--- src/rtl/kyber_hpm_pkg.sv ---
// kyber_hpm_pkg: shared states, mode/error encodings and default sizes for the
// Kyber polynomial-multiplier sequencer.
package kyber_hpm_pkg;

    localparam int PE_NUMBER_DEF = 16;
    localparam int WORDS_DEF     = 16;

    localparam logic [1:0] MODE_MUL  = 2'd0;
    localparam logic [1:0] MODE_FNTT = 2'd1;
    localparam logic [1:0] MODE_INTT = 2'd2;

    localparam logic [1:0] ERR_NONE    = 2'd0;
    localparam logic [1:0] ERR_GAP     = 2'd1;
    localparam logic [1:0] ERR_TIMEOUT = 2'd2;
    localparam logic [1:0] ERR_MODE    = 2'd3;

    typedef enum logic [3:0] {
        S_IDLE,
        S_LOAD_A,
        S_LOAD_B,
        S_FNTT,
        S_PWM,
        S_INTT,
        S_READ_WAIT,
        S_READ,
        S_ERR
    } state_t;

endpackage

--- src/rtl/kyber_hpm_phase_timer.sv ---
// kyber_hpm_phase_timer: down-counter reloaded at the start of every compute
// phase; expired marks the last cycle a phase may wait for core_done.
module kyber_hpm_phase_timer #(
    parameter int TW      = 12,
    parameter int TIMEOUT = 4095
) (
    input  logic clk,
    input  logic reset,
    input  logic start,
    output logic expired
);

    logic [TW-1:0] cnt;

    always_ff @(posedge clk or posedge reset) begin
        if (reset)
            cnt <= '0;
        else if (start)
            cnt <= TW'(TIMEOUT - 1);
        else if (cnt != '0)
            cnt <= cnt - 1'b1;
    end

    // The start cycle plus TIMEOUT-1 waiting cycles make up the whole budget.
    assign expired = cnt == TW'(1);

endmodule

--- src/rtl/kyber_hpm_sequencer.sv ---
// kyber_hpm_sequencer: runs one command (multiply, forward NTT or inverse NTT)
// through the 16-PE core: load operands, start phases, await done, stream result.
module kyber_hpm_sequencer
    import kyber_hpm_pkg::*;
#(
    parameter int PE_NUMBER = PE_NUMBER_DEF,
    parameter int WORDS     = WORDS_DEF,
    parameter int READ_LAT  = 3,
    parameter int TIMEOUT   = 4095,
    parameter int TW        = 12
) (
    input  logic                    clk,
    input  logic                    reset,
    input  logic                    cmd_valid,
    output logic                    cmd_ready,
    input  logic [1:0]              cmd_mode,
    input  logic                    in_valid,
    output logic                    in_ready,
    input  logic [12*PE_NUMBER-1:0] in_data,
    output logic                    out_valid,
    output logic [12*PE_NUMBER-1:0] out_data,
    output logic                    busy,
    output logic                    done,
    output logic                    err,
    output logic [1:0]              err_code,
    output logic                    core_load_a_f,
    output logic                    core_load_b_f,
    output logic                    core_read_a,
    output logic                    core_start_fntt,
    output logic                    core_start_pwm2,
    output logic                    core_start_intt,
    output logic [12*PE_NUMBER-1:0] core_din,
    input  logic [12*PE_NUMBER-1:0] core_dout,
    input  logic                    core_done
);

    localparam int CW = $clog2(WORDS);

    state_t        state, next;
    logic [1:0]    mode, code_next;
    logic [CW-1:0] cnt;
    logic          entry, ld, compute, last_phase, phase_done, hs, burst_end, expired;

    kyber_hpm_phase_timer #(.TW(TW), .TIMEOUT(TIMEOUT)) u_timer (
        .clk     (clk),
        .reset   (reset),
        .start   (compute && entry),
        .expired (expired)
    );

    // entry marks the first cycle in a state; compute phases ignore core_done then.
    always_comb begin
        compute         = state inside {S_FNTT, S_PWM, S_INTT};
        last_phase      = state == S_INTT || (state == S_FNTT && mode == MODE_FNTT);
        phase_done      = compute && !entry && core_done;
        hs              = (state == S_LOAD_A || state == S_LOAD_B) && ld && in_valid;
        burst_end       = hs && cnt == CW'(WORDS - 1);
        core_load_a_f   = state == S_LOAD_A && !ld && in_valid;
        core_load_b_f   = state == S_LOAD_B && !ld && in_valid;
        core_start_fntt = state == S_FNTT && entry;
        core_start_pwm2 = state == S_PWM && entry;
        core_start_intt = state == S_INTT && entry;
        core_read_a     = phase_done && last_phase;
        core_din        = hs ? in_data : '0;
        in_ready        = ld;
        busy            = state != S_IDLE;
    end

    always_comb begin
        next      = state;
        code_next = ERR_NONE;
        case (state)
            S_IDLE: begin
                code_next = ERR_MODE;
                if (cmd_valid && cmd_ready)
                    next = cmd_mode == 2'd3 ? S_ERR : S_LOAD_A;
            end
            S_LOAD_A, S_LOAD_B: begin
                if (ld && !in_valid) begin
                    next      = S_ERR;
                    code_next = ERR_GAP;
                end else if (burst_end)
                    next = state == S_LOAD_B   ? S_FNTT :
                           mode == MODE_INTT   ? S_INTT :
                           mode == MODE_FNTT   ? S_FNTT : S_LOAD_B;
            end
            S_FNTT, S_PWM, S_INTT: begin
                if (phase_done)
                    next = last_phase ? S_READ_WAIT : state == S_FNTT ? S_PWM : S_INTT;
                else if (!entry && expired) begin
                    next      = S_ERR;
                    code_next = ERR_TIMEOUT;
                end
            end
            S_READ_WAIT: next = cnt == CW'(READ_LAT - 2) ? S_READ : S_READ_WAIT;
            S_READ:      next = cnt == CW'(WORDS - 1) ? S_IDLE : S_READ;
            default:     next = S_IDLE;
        endcase
    end

    always_ff @(posedge clk or posedge reset) begin
        if (reset) begin
            state     <= S_IDLE;
            mode      <= MODE_MUL;
            cnt       <= '0;
            entry     <= 1'b0;
            ld        <= 1'b0;
            cmd_ready <= 1'b0;
            err       <= 1'b0;
            err_code  <= ERR_NONE;
            out_valid <= 1'b0;
            out_data  <= '0;
            done      <= 1'b0;
        end else begin
            state     <= next;
            entry     <= next != state;
            cmd_ready <= next == S_IDLE;
            ld        <= (ld || core_load_a_f || core_load_b_f) && !burst_end && next != S_ERR;
            cnt       <= next != state ? '0 :
                         (hs || state == S_READ_WAIT || state == S_READ) ? cnt + 1'b1 : cnt;
            if (state == S_IDLE && cmd_valid && cmd_ready) begin
                mode     <= cmd_mode;
                err      <= 1'b0;
                err_code <= ERR_NONE;
            end
            if (next == S_ERR) begin
                err      <= 1'b1;
                err_code <= code_next;
            end
            out_valid <= state == S_READ;
            out_data  <= state == S_READ ? core_dout : '0;
            done      <= out_valid && state != S_READ;
        end
    end

endmodule

--- config.mk ---
export PLATFORM = sky130hd
export DESIGN_NAME = kyber_hpm_sequencer
export DESIGN_NICKNAME = d
export VERILOG_FILES = /design/src/rtl/kyber_hpm_pkg.sv /design/src/rtl/kyber_hpm_phase_timer.sv /design/src/rtl/kyber_hpm_sequencer.sv
export SDC_FILE = /design/constraint.sdc
export NUM_CORES = 1
export LEC_CHECK = 0
export CAP_MARGIN = 20
export CORE_AREA = 10 10 301 303
export CTS_BUF_LIST = sky130_fd_sc_hd__clkbuf_8
export DETAILED_ROUTE_END_ITERATION = 12
export DIE_AREA = 0 0 311 313
export GPL_TIMING_DRIVEN = 0
export MAX_ROUTING_LAYER = met4
export SYNTH_ARGS = -nofsm -noshare
export SYNTH_HDL_FRONTEND = slang
export SYNTH_SLANG_ARGS = --single-unit
--- constraint.sdc ---
create_clock -name clk -period 18.45 [get_ports clk]
set_input_delay 4.6125 -clock clk [delete_from_list [all_inputs] [get_ports clk]]
set_output_delay 4.6125 -clock clk [all_outputs]
set_load 0.01 [all_outputs]
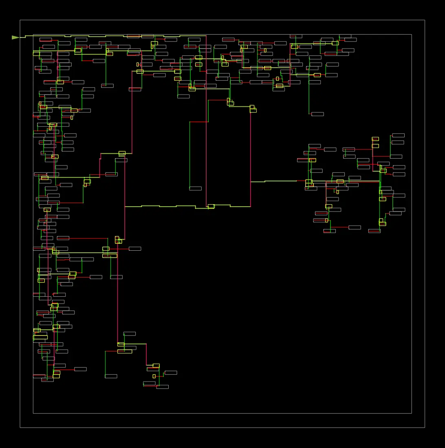
Fig. 1. Clock routing (run 1).
Sink Count: 222
Num CTS Buffers: 46
sequential cell count: 222
Insertion Delay late pin: 620 ps

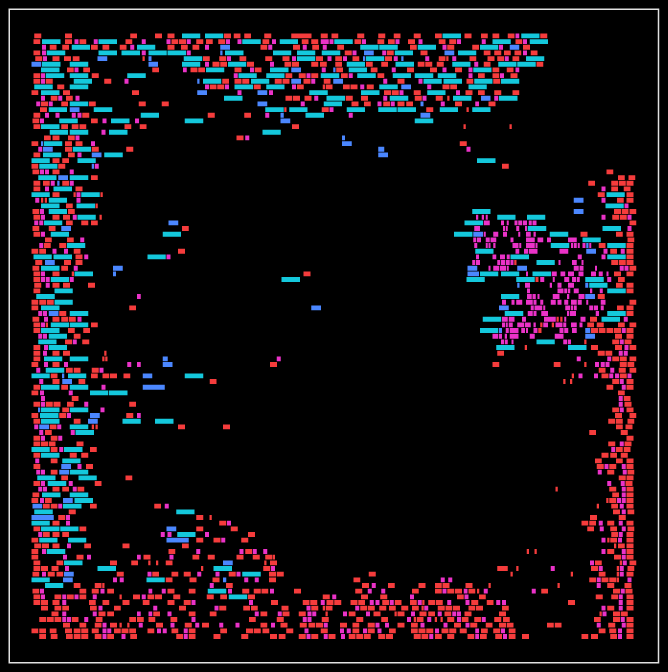
Fig. 2. Placed cells, one color a class (run 1).
Key: all other logic = magenta [cells 549, share of their area 19%]; flip-flops = cyan [cells 222, share of their area 31%]; clock drivers and dummy loads = blue [cells 79, share of their area 5.1%]; other buffers and delay cells = red [cells 860, share of their area 45%]

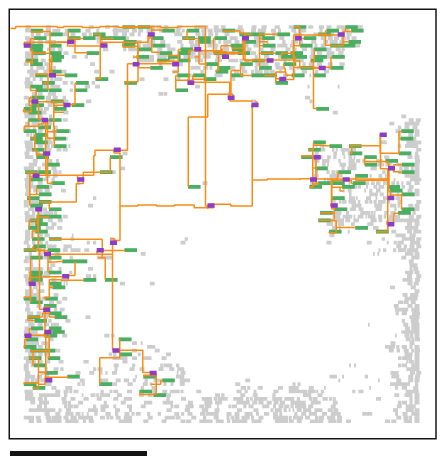
Fig. 3. Routed clock nets over the placement (run 1).
Scale bar: 100 µm.
Key: clock wires = orange [length 4290 µm]; cells driving clock nets = purple [count 46]; flip-flops = green [count 222]
Position of the flops: spread over the die. There are 47 routed clock nets.

==> GITHUB_STEP_SUMMARY, run 1 <==
### Yosys + OpenROAD results

| Metric | Value |
|---|---|
| Status | `completed` |
| P_sw | `0.899 mW` |
| Fill cells | `9210` |
| Mapped Cells | `841` |
| DRT iter0 DRCs | `416` |
| # DRC | `0` |
| Global-route wire length before repair | `84000 µm` |
| Total power | `around 2.4 mW` |
| Die width | `311 µm` |
| Tmin final | `12580 ps` |
| Logic area | `approximately 3400 µm²` |
| PD cells | `121 nW/µm²` |
| XOR/XNOR Area Share | `0.0122` |
| Syn Area/Cell | `11.0 µm²` |
| Router iterations before antenna repair | `4` |
| Post-CTS Setup Inserts | `0` |
| GRT overflow | `0` |
| GR Util met1 | `0.141` |
| Worst hold path class | `flop to flop` |
| Clock network area share | `0.0475` |
| Post-CTS sizing | `0` |
| Met3 WL post-DR | `5700 µm` |
| Register Area | `approximately 5600 µm²` |
| Length of routed wiring on met1 | `25000 µm` |
| Max Used Layer | `met4` |
| GRT Max-Usage Layer | `met2` |
| PortBufs | `788` |
| CP Max Fanout | `10` |
| Pwr top | `combinational logic` |
| Relative slew margins | `0.254` |
| F_max | `79.5 MHz` |
| Final GP Congestion | `~1.0` |
| CTS Hold Buffers Added | `0` |
| AND-OR/OR-AND Cells, Area Fraction | `0.0277` |
| Fraction of area in registers | `0.284` |
| Chip area | `just under 100000 µm²` |
| Worst setup margin | `5870 ps` |
| N_diodes | `6` |
| RSZ-0062 raised after global routing | `no` |
| Reg2reg setup slack | `15180 ps` |
| Setup TNS | `0 ps` |
| MI comb cells | `540` |
| Largest class | `buffers` |
| Initial antenna violation count | `21` |
| CP Capture Point | `core_din[122]` |
| Met2 wire length | `around 29000 µm` |
| Worst EP arrival | `about 8000 ps` |
| Synth warnings | `0` |
| Dominant flop cell | `dfrtp_1` |
| Critical R2R Launch | `state[0]` |
| Critical path type | `primary input to output pin` |
| Sw Ratio | `0.381` |
| Post-synth EDFFs | `0` |
| Root Buffer | `clkbuf_8` |
| Critical Path End Type | `output pin` |
| Synth Area in Adders | `0.00945` |
| Worst setup SP type | `primary input` |
| Share of layout cells above drive strength 1 | `0.0450` |
| Clock slew seen by the registers of the worst setup and hold paths | `60 ps` |
| Leakage | `8.43 nW` |
| Part of the cycle the worst path needs | `0.682` |
| Area leader, netlist | `dfrtp_1` |
| Required @ worst endpoint | `13840 ps` |
| Ports | `789` |
| Mux share | `0.00108` |
| Comb area leader | `simple AND/OR/NAND/NOR gates` |
| Worst-margin pin slew | `1120 ps` |
| Grt met2 use | `0.202` |
| Comb group | `1.10 mW` |
| Drt wl/cell | `about 22 µm` |
| Most common cell in the netlist | `dfrtp_1` |
| ANT nets after route | `0` |
| Syn Nets | `1239` |
| Largest net degree at the start of global routing | `116` |
| Yosys stat chip area | `9260 µm²` |
| Slowest cell delay on critical path | `770 ps` |
| Yosys cell count | `841` |
| Nonclk inv count | `9` |
| Setup violators final | `0` |
| Top cells excl fill/tap | `788 x clkdlybuf4s50_1, 222 x dfrtp_1, 199 x and3_1` |
| CTS H-tree depth | `2` |
| Critical path, cell by cell | `clkdlybuf4s50_1 -> and4bb_2 -> clkbuf_1 -> clkbuf_1 -> buf_8 -> and3_1 -> clkdlybuf4s50_1` |
| Pre-CTS setup slack | `5630 ps` |
| Slew Limit Fails | `0` |
| Fraction of area in multi-input gates | `0.174` |
| Top-area cell share | `0.600` |
| Clk pwr share | `0.227` |
| Vias in the first global route | `10600` |
| CTS tree | `built` |
| P_clk | `0.536 mW` |
| R2r worst-path depth | `6` |
| Distinct cell type count of the synthesized netlist | `47` |
| Synthesized cell area | `between 9000 and 10000 µm²` |
| Row count | `107` |
| Max clock buf depth | `3` |
| Synthesis-to-layout area growth | `111%` |
| Buffer share of cell area | `0.419` |
| FP Core Util | `0.109` |
| Cell Int Power | `1.46 mW` |
| Top Family by Delay on Critical Path | `buffers and inverters` |
| Simple-Gate Fraction of Synth Area | `0.318` |
| Final hold viol count | `0` |
| Max Cap Viol | `0` |
| Met3 usage | `0.0467` |
| Top post-synthesis cells by area | `dfrtp_1 60%, and3_1 13%, and2_1 13%, clkbuf_1 2.7%, ha_1 0.95%` |
| Nets@finish | `2077` |
| Flops after synth | `222` |
| Worst vdd ir | `0.0799 mV` |
| Hpwl dp | `51900 µm` |
| Most numerous logic cell after layout | `clkdlybuf4s50_1` |
| Total wire length | `61500 µm` |
| Die Span Y | `313 µm` |
| GRT Overall Usage | `0.124` |
| CP Launch Point | `in_valid` |
| Post-synth top cells | `222 x dfrtp_1, 199 x and3_1, 194 x and2_1` |
| Crit path depth | `7` |
| Sequential power | `a little over 0.7 mW` |
| FF-to-FF End | `out_data[179]` |
| Vias | `9711` |
| Area of the core | `84600 µm²` |
| Tapcell Cnt | `between 1000 and 1500` |
| Ys async rst share | `1.00` |
| Clock buffer cells | `roughly 52` |
| CP max stage cell | `clkdlybuf4s50_1` |
| Flop pwr share | `0.308` |
[run 1: flip-flops by register name, indices dropped and copies added, names as in the netlist]
register     flops
err_code         2
state            4
cnt              4
done             1
out_valid        1
cmd_ready        1
out_data       192
u_timer.cnt     12
entry            1
in_ready         1
err              1
mode             2
[run 1: worst min path at each step]
stage                                from              end  cells past startpoint
after floorplan           u_timer.cnt[11]  u_timer.cnt[11]                      2
after global placement                err              err                      1
after detailed placement              err              err                      1
after CTS                             err              err                      1
after global routing                  err              err                      1
final                                 err              err                      1
[run 1: through the flow]
step,hold WS [ps],std cells,util,area (µm²)
after global placement,466,2773,0.220,18600
after detailed placement,488,2775,0.220,18600
after CTS,502,2854,0.231,19600
after global routing,512,2859,0.231,19600
after floorplan,484,841,-,9260
final,504,2860,0.231,19600
Fig. 4: run 1, sequential cells colored by netlist name
Other sequential cells in the stronger gray, the rest of the logic in the fainter gray.
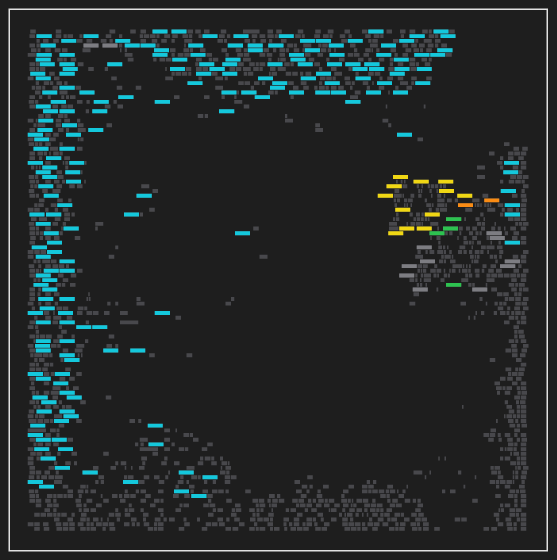

==> run 2: changes to the inputs <==
--- a/config.mk
+++ b/config.mk
@@ -6,10 +6,10 @@
 export NUM_CORES = 1
 export LEC_CHECK = 0
 export CAP_MARGIN = 20
-export CORE_AREA = 10 10 301 303
+export CORE_AREA = 10 10 297 299
 export CTS_BUF_LIST = sky130_fd_sc_hd__clkbuf_8
 export DETAILED_ROUTE_END_ITERATION = 12
-export DIE_AREA = 0 0 311 313
+export DIE_AREA = 0 0 307 309
 export GPL_TIMING_DRIVEN = 0
 export MAX_ROUTING_LAYER = met4
 export SYNTH_ARGS = -nofsm -noshare
==> constraint.sdc (replaced) <==
create_clock -name clk -period 12.7 [get_ports clk]
set_input_delay 3.175 -clock clk [delete_from_list [all_inputs] [get_ports clk]]
set_output_delay 3.175 -clock clk [all_outputs]
set_load 0.01 [all_outputs]
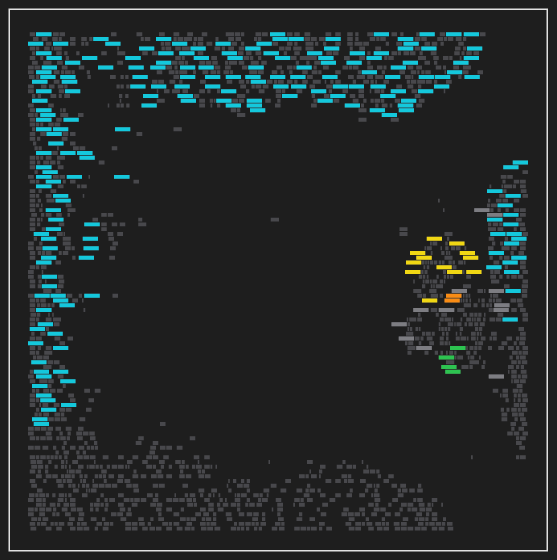
Fig. 5. Sequential cells colored by netlist name (run 2).
Other sequential cells in the stronger gray, the rest of the logic in the fainter gray.
Key: `u_timer.cnt` = yellow [placed flops 12, where east]; `state` = green [placed flops 4]; `out_data` = cyan [placed flops 192]; `mode` = orange [placed flops 2]

==> run 2 against run 1 <==
  * Sequential share of layout area increased by 0.25 points
  * Worst hold slack got worse by 11 ps
  * First-iteration DRC count increased by 58%
  * Core utilization increased by 0.57 points
  * Total power increased by 39%
  * Sequential power increased by 46%
  * Cell area decreased by 0.88%
  * Die size decreased by 2.5%
  * Clock-buffer cell count increased by 1
  * Highest routed layer unchanged
==> GITHUB_STEP_SUMMARY, run 2 <==
### Yosys + OpenROAD results

| Metric | Value |
|---|---|
| Relative slew margins | `0.462` |
| Sink Count | `222` |
| Largest class | `buffers` |
| Worst Hold Depth | `1` |
| Nonclk inv count | `9` |
| Post-synth top cells | `222 x dfrtp_1, 199 x and3_1, 194 x and2_1` |
| Yosys cell count | `841` |
| Clock buffer cells | `53` |
| Final GP Congestion | `0.944` |
| Clock slew seen by the registers of the worst setup and hold paths | `about 50 ps` |
| CTS H-tree depth | `2` |
| Hold Crit Start | `err` |
| Ys async rst share | `1.00` |
| Required @ worst endpoint | `about 9500 ps` |
| CTS tree | `built` |
| Final hold viol count | `0` |
| Simple-Gate Fraction of Synth Area | `0.318` |
| Ports | `789` |
| Length of routed wiring on met1 | `26200 µm` |
| Synth warnings | `0` |
| P_clk | `0.684 mW` |
| Share of layout cells above drive strength 1 | `0.0416` |
| Top reg by flops | `out_data` |
| Layout Utilization | `0.237` |
| Worst vdd ir | `0.0955 mV` |
| Critical Path End Type | `output pin` |
| Vias in the first global route | `approximately 10000` |
| Max clock buf depth | `3` |
| Fill cells | `8767` |
| GRT overflow | `0` |
| Comb group | `1.53 mW` |
| Worst setup margin | `approximately 3400 ps` |
| Sequential cell count | `222` |
| Top Family by Delay on Critical Path | `buffers and inverters` |
| Syn Nets | `1239` |
| Row count | `105` |
| Worst-margin pin slew | `808 ps` |
| Sw Ratio | `0.370` |
| FP Core Util | `0.113` |
| RSZ-0062 raised after global routing | `no` |
| Top-area cell share | `0.600` |
| Dominant flop cell | `dfrtp_1` |
| Clk pwr share | `0.209` |
| Worst setup SP type | `primary input` |
| PortBufs | `788` |
| Status | `completed` |
| Top post-synthesis cells by area | `dfrtp_1 60%, and3_1 13%, and2_1 13%, clkbuf_1 2.7%, ha_1 0.95%` |
| Met3 WL post-DR | `6740 µm` |
| Register Area | `5560 µm²` |
| Router iterations before antenna repair | `4` |
| Fin area | `19400 µm²` |
| Area of the core | `81800 µm²` |
| XOR/XNOR Area Share | `0.0122` |
| Insertion Delay late pin | `560 ps` |
| Flop pwr share | `0.323` |
| Met3 usage | `0.0623` |
| Nets@finish | `~2100` |
| # DRC | `0` |
| Post-synth EDFFs | `0` |
| Pwr top | `combinational logic` |
| Tapcell Cnt | `1070` |
| Yosys stat chip area | `9260 µm²` |
| Post-CTS Setup Inserts | `0` |
| Placed cells | `between 2000 and 3000` |
| Synthesis-to-layout area growth | `109%` |
| Slowest cell delay on critical path | `about 660 ps` |
| Distinct cell type count of the synthesized netlist | `47` |
| Num CTS Buffers | `approximately 41` |
| Flops after synth | `222` |
| Worst Hold Margin | `just under 500 ps` |
| Initial antenna violation count | `23` |
| Total wire length | `60600 µm` |
| MI comb cells | `540` |
| GRT Max-Usage Layer | `met2` |
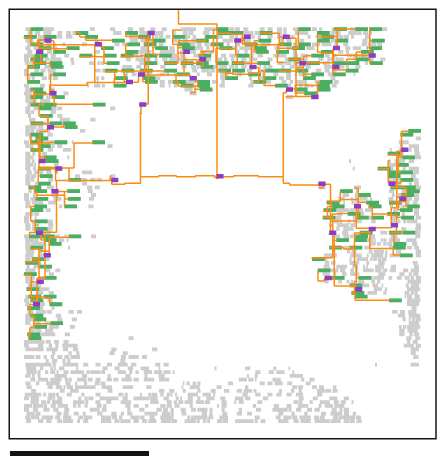
Fig. 6. Routed clock nets over the placement (run 2).
Scale bar: 100 µm.
Key: flip-flops = green [count 222]; clock wires = orange [length 3610 µm]; cells driving clock nets = purple [count 41]
There are 42 routed clock nets.

==> run 2: worst max-delay path by stage <==
| stage | cells after the start | start | end | slack, ps |
|---|---|---|---|---|
| floorplan | 1 | reset | cmd_ready | 3450 |
| global placement | 2 | reset | out_data[71] | -20 |
| detailed placement | 6 | in_valid | core_din[139] | 3440 |
| CTS | 6 | in_valid | core_din[139] | 3420 |
| global route | 6 | in_valid | core_din[139] | 3300 |
| finish | 6 | in_valid | core_din[139] | 3440 |
==> run 2: cell families after synthesis <==
group                    after synthesis
flip-flops                           222
multiplexers                           1
XOR/XNOR                              12
AND/OR/NAND/NOR                      481
AND-OR/OR-AND                         39
adder cells (fa/ha/maj)                7
buffers and inverters                 79
==> run 3: changes to the inputs <==
==> constraint.sdc (replaced) <==
create_clock -name clk -period 8.75 [get_ports clk]
set_input_delay 2.1875 -clock clk [delete_from_list [all_inputs] [get_ports clk]]
set_output_delay 2.1875 -clock clk [all_outputs]
set_load 0.01 [all_outputs]
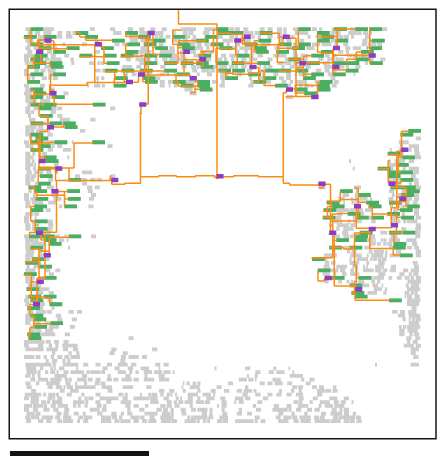
Fig. 7. Routed clock nets over the placement (run 3).
Scale bar: 100 µm.
Key: cells driving clock nets = purple [count 41]; clock wires = orange [length 3610 µm]; flip-flops = green [count 222]
There are 42 routed clock nets.

==> run 3 against run 2 <==
  * Worst hold slack stayed put
  * Setup slack got worse by 2000 ps
  * Total power grew 45%
  * First-iteration DRC count did not move
  * Synthesized cell count is the same
  * Clock skew is the same
  * Sequential share of layout area unchanged
  * Largest power group unchanged
  * Highest routed layer unchanged
==> GITHUB_STEP_SUMMARY, run 3 <==
### Yosys + OpenROAD results

| Metric | Value |
|---|---|
| Status | `completed` |
| Top post-synthesis cells by area | `dfrtp_1 60%, and3_1 13%, and2_1 13%, clkbuf_1 2.7%, ha_1 0.95%` |
| Drt wl/cell | `21.7 µm` |
| Critical Path End Type | `output pin` |
| Synthesis-to-layout area growth | `109%` |
| Nets@finish | `2072` |
| Required @ worst endpoint | `6560 ps` |
| Nonclk inv count | `9` |
| DRT iter0 DRCs | `658` |
| Yosys stat chip area | `approximately 9300 µm²` |
| Reg2reg setup slack | `5820 ps` |
| MI comb cells | `540` |
| Flop pwr share | `0.323` |
| Sw Ratio | `0.370` |
| Max clock buf depth | `3` |
| Syn Area/Cell | `11.0 µm²` |
| Fin area | `between 15000 and 20000 µm²` |
| Num CTS Buffers | `41` |
| GRT Overall Usage | `0.123` |
| Initial antenna violation count | `23` |
| XOR/XNOR Area Share | `0.0122` |
| Flops after synth | `about 220` |
| Final GP Congestion | `0.944` |
| F_max | `around 140 MHz` |
| Hold Crit Start | `err` |
| Worst vdd ir | `0.139 mV` |
| Largest net degree at the start of global routing | `119` |
| Chip area | `94900 µm²` |
| Global-route wire length before repair | `just over 80000 µm` |
| PD cells | `between 200 and 250 nW/µm²` |
| Top reg by flops | `out_data` |
| Max Used Layer | `met4` |
| Critical R2R Launch | `state[0]` |
| FF-to-FF End | `out_data[43]` |
| Worst Hold Margin | `approximately 500 ps` |
| Most numerous logic cell after layout | `clkdlybuf4s50_1` |
| Post-CTS sizing | `0` |
| Yosys cell count | `841` |
| Vias in the first global route | `10200` |
| R2r worst-path depth | `7` |
| Total wire length | `60600 µm` |
| Die Span Y | `between 300 and 400 µm` |
| CTS tree | `built` |
| P_clk | `0.993 mW` |
| Length of routed wiring on met1 | `roughly 26000 µm` |
| Top flop regs | `out_data x192, u_timer.cnt x12` |
| Clock network area share | `0.0426` |
| Relative slew margins | `0.462` |
| Sequential power | `1.53 mW` |
| Synth Area in Adders | `0.00945` |
| Synth warnings | `0` |
| CTS Hold Buffers Added | `0` |
| Simple-Gate Fraction of Synth Area | `0.318` |
| Critical path type | `primary input to output pin` |
| Met3 WL post-DR | `6740 µm` |
| Worst EP arrival | `approximately 5100 ps` |
| Met2 wire length | `26600 µm` |
| Largest class | `buffers` |
| Clock buffer cells | `53` |
| Ports | `789` |
| Leakage | `about 8.4 nW` |
| Router iterations before antenna repair | `4` |
| Fraction of area in multi-input gates | `0.176` |
| Worst setup SP type | `primary input` |
| Total power | `4.75 mW` |
| Worst setup margin | `1460 ps` |
| Critical path, cell by cell | `clkdlybuf4s50_1 -> and4bb_2 -> clkbuf_1 -> clkbuf_1 -> and3_1 -> clkdlybuf4s50_1` |
| N_diodes | `17` |
| Area leader, netlist | `dfrtp_1` |
| Max FFs per register | `192` |
| Pre-CTS setup slack | `1460 ps` |
| CP Max Fanout | `10` |
| CP Capture Point | `core_din[139]` |
| Tmin final | `7290 ps` |
| Mapped Cells | `841` |
| Top Family by Delay on Critical Path | `buffers and inverters` |
| Final hold viol count | `0` |
| Buffer share of cell area | `0.422` |
| RSZ-0062 raised after global routing | `no` |
| Fraction of area in registers | `0.286` |
| Logic area | `3410 µm²` |
| Worst-margin pin slew | `between 800 and 900 ps` |
| PortBufs | `788` |
| FP Core Util | `0.113` |
| Insertion Delay late pin | `between 500 and 600 ps` |
| Post-CTS Setup Inserts | `0` |
| Crit path depth | `6` |
| Placed cells | `2701` |
| Part of the cycle the worst path needs | `0.833` |
| Hpwl dp | `52100 µm` |
| GRT overflow | `0` |
| Comb area leader | `simple AND/OR/NAND/NOR gates` |
| Root Buffer | `clkbuf_8` |
| Top cells excl fill/tap | `788 x clkdlybuf4s50_1, 222 x dfrtp_1, 199 x and3_1` |
| Sink Count | `around 220` |
| Clk pwr share | `0.209` |
| CTS H-tree depth | `2` |
| Max Cap Viol | `0` |
| Sequential cell count | `222` |
| Slew Limit Fails | `0` |
| ANT nets after route | `0` |
| Register Area | `5560 µm²` |
| Dominant flop cell | `dfrtp_1` |
| Slowest cell delay on critical path | `660 ps` |
| Pwr top | `combinational logic` |
| Synthesized cell area | `9260 µm²` |
| P_sw | `1.76 mW` |
| Cell Int Power | `around 3 mW` |
| Die width | `roughly 310 µm` |
| Mux share | `0.00108` |
| AND-OR/OR-AND Cells, Area Fraction | `0.0277` |
| Comb group | `2.23 mW` |
| Share of layout cells above drive strength 1 | `0.0416` |
| Vias | `9707` |
| Distinct cell type count of the synthesized netlist | `approximately 47` |
| Row count | `105` |
| # DRC | `0` |
| CP max stage cell | `clkdlybuf4s50_1` |
| Post-synth top cells | `222 x dfrtp_1, 199 x and3_1, 194 x and2_1` |
| Tapcell Cnt | `1070` |
| Ys async rst share | `1.00` |
| Area of the core | `81800 µm²` |
| Top-area cell share | `0.600` |
| Placement Cell Area | `between 15000 and 20000 µm²` |
| Clock slew seen by the registers of the worst setup and hold paths | `50 ps` |
| Worst hold path class | `flop to flop` |
| Final Instance Count excl. Fillers | `2793` |
| Fill cells | `between 8000 and 9000` |
| Post-synth EDFFs | `0` |
| Seq/Total Area, Yosys | `0.600` |
| Most common cell in the netlist | `dfrtp_1` |
| Setup violators final | `0` |
| CP Launch Point | `in_valid` |
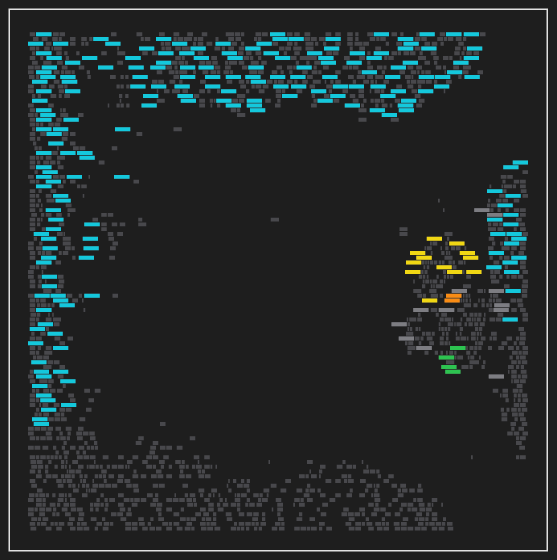
Fig. 8. Sequential cells colored by netlist name (run 3).
Other sequential cells in the stronger gray, the rest of the logic in the fainter gray.
Key: `u_timer.cnt` = yellow [placed flops 12, where east]; `out_data` = cyan [placed flops 192]; `mode` = orange [placed flops 2]; `state` = green [placed flops 4]

## run 3: cell counts after synthesis
Identical to the previous run, type by type.
## run 3: worst min path at each step
stage | end | slack (ps) | depth (start not counted)
2_1_floorplan | u_timer.cnt[11] | 480 | 2
3_3_place_gp | err | 470 | 1
3_5_place_dp | err | 480 | 1
4_1_cts | done | 500 | 1
5_1_grt | done | 520 | 1
6_report | err | 490 | 1
## run 3: metrics by stage
step / TNS, ps / utilization
floorplan: 0 / -
global placement: -640000 / 0.226
detailed placement: 0 / 0.226
CTS: 0 / 0.237
global route: 0 / 0.237
finish: 0 / 0.237
## run 3: metal layers
metal / track usage / vias up
li1: - / 4497
met1: 0.149 / 4639
met2: 0.180 / 509
met3: 0.0623 / 62
met4: 0.0283 / 0
met5: - / -
Power and IR drop assume default switching activity.
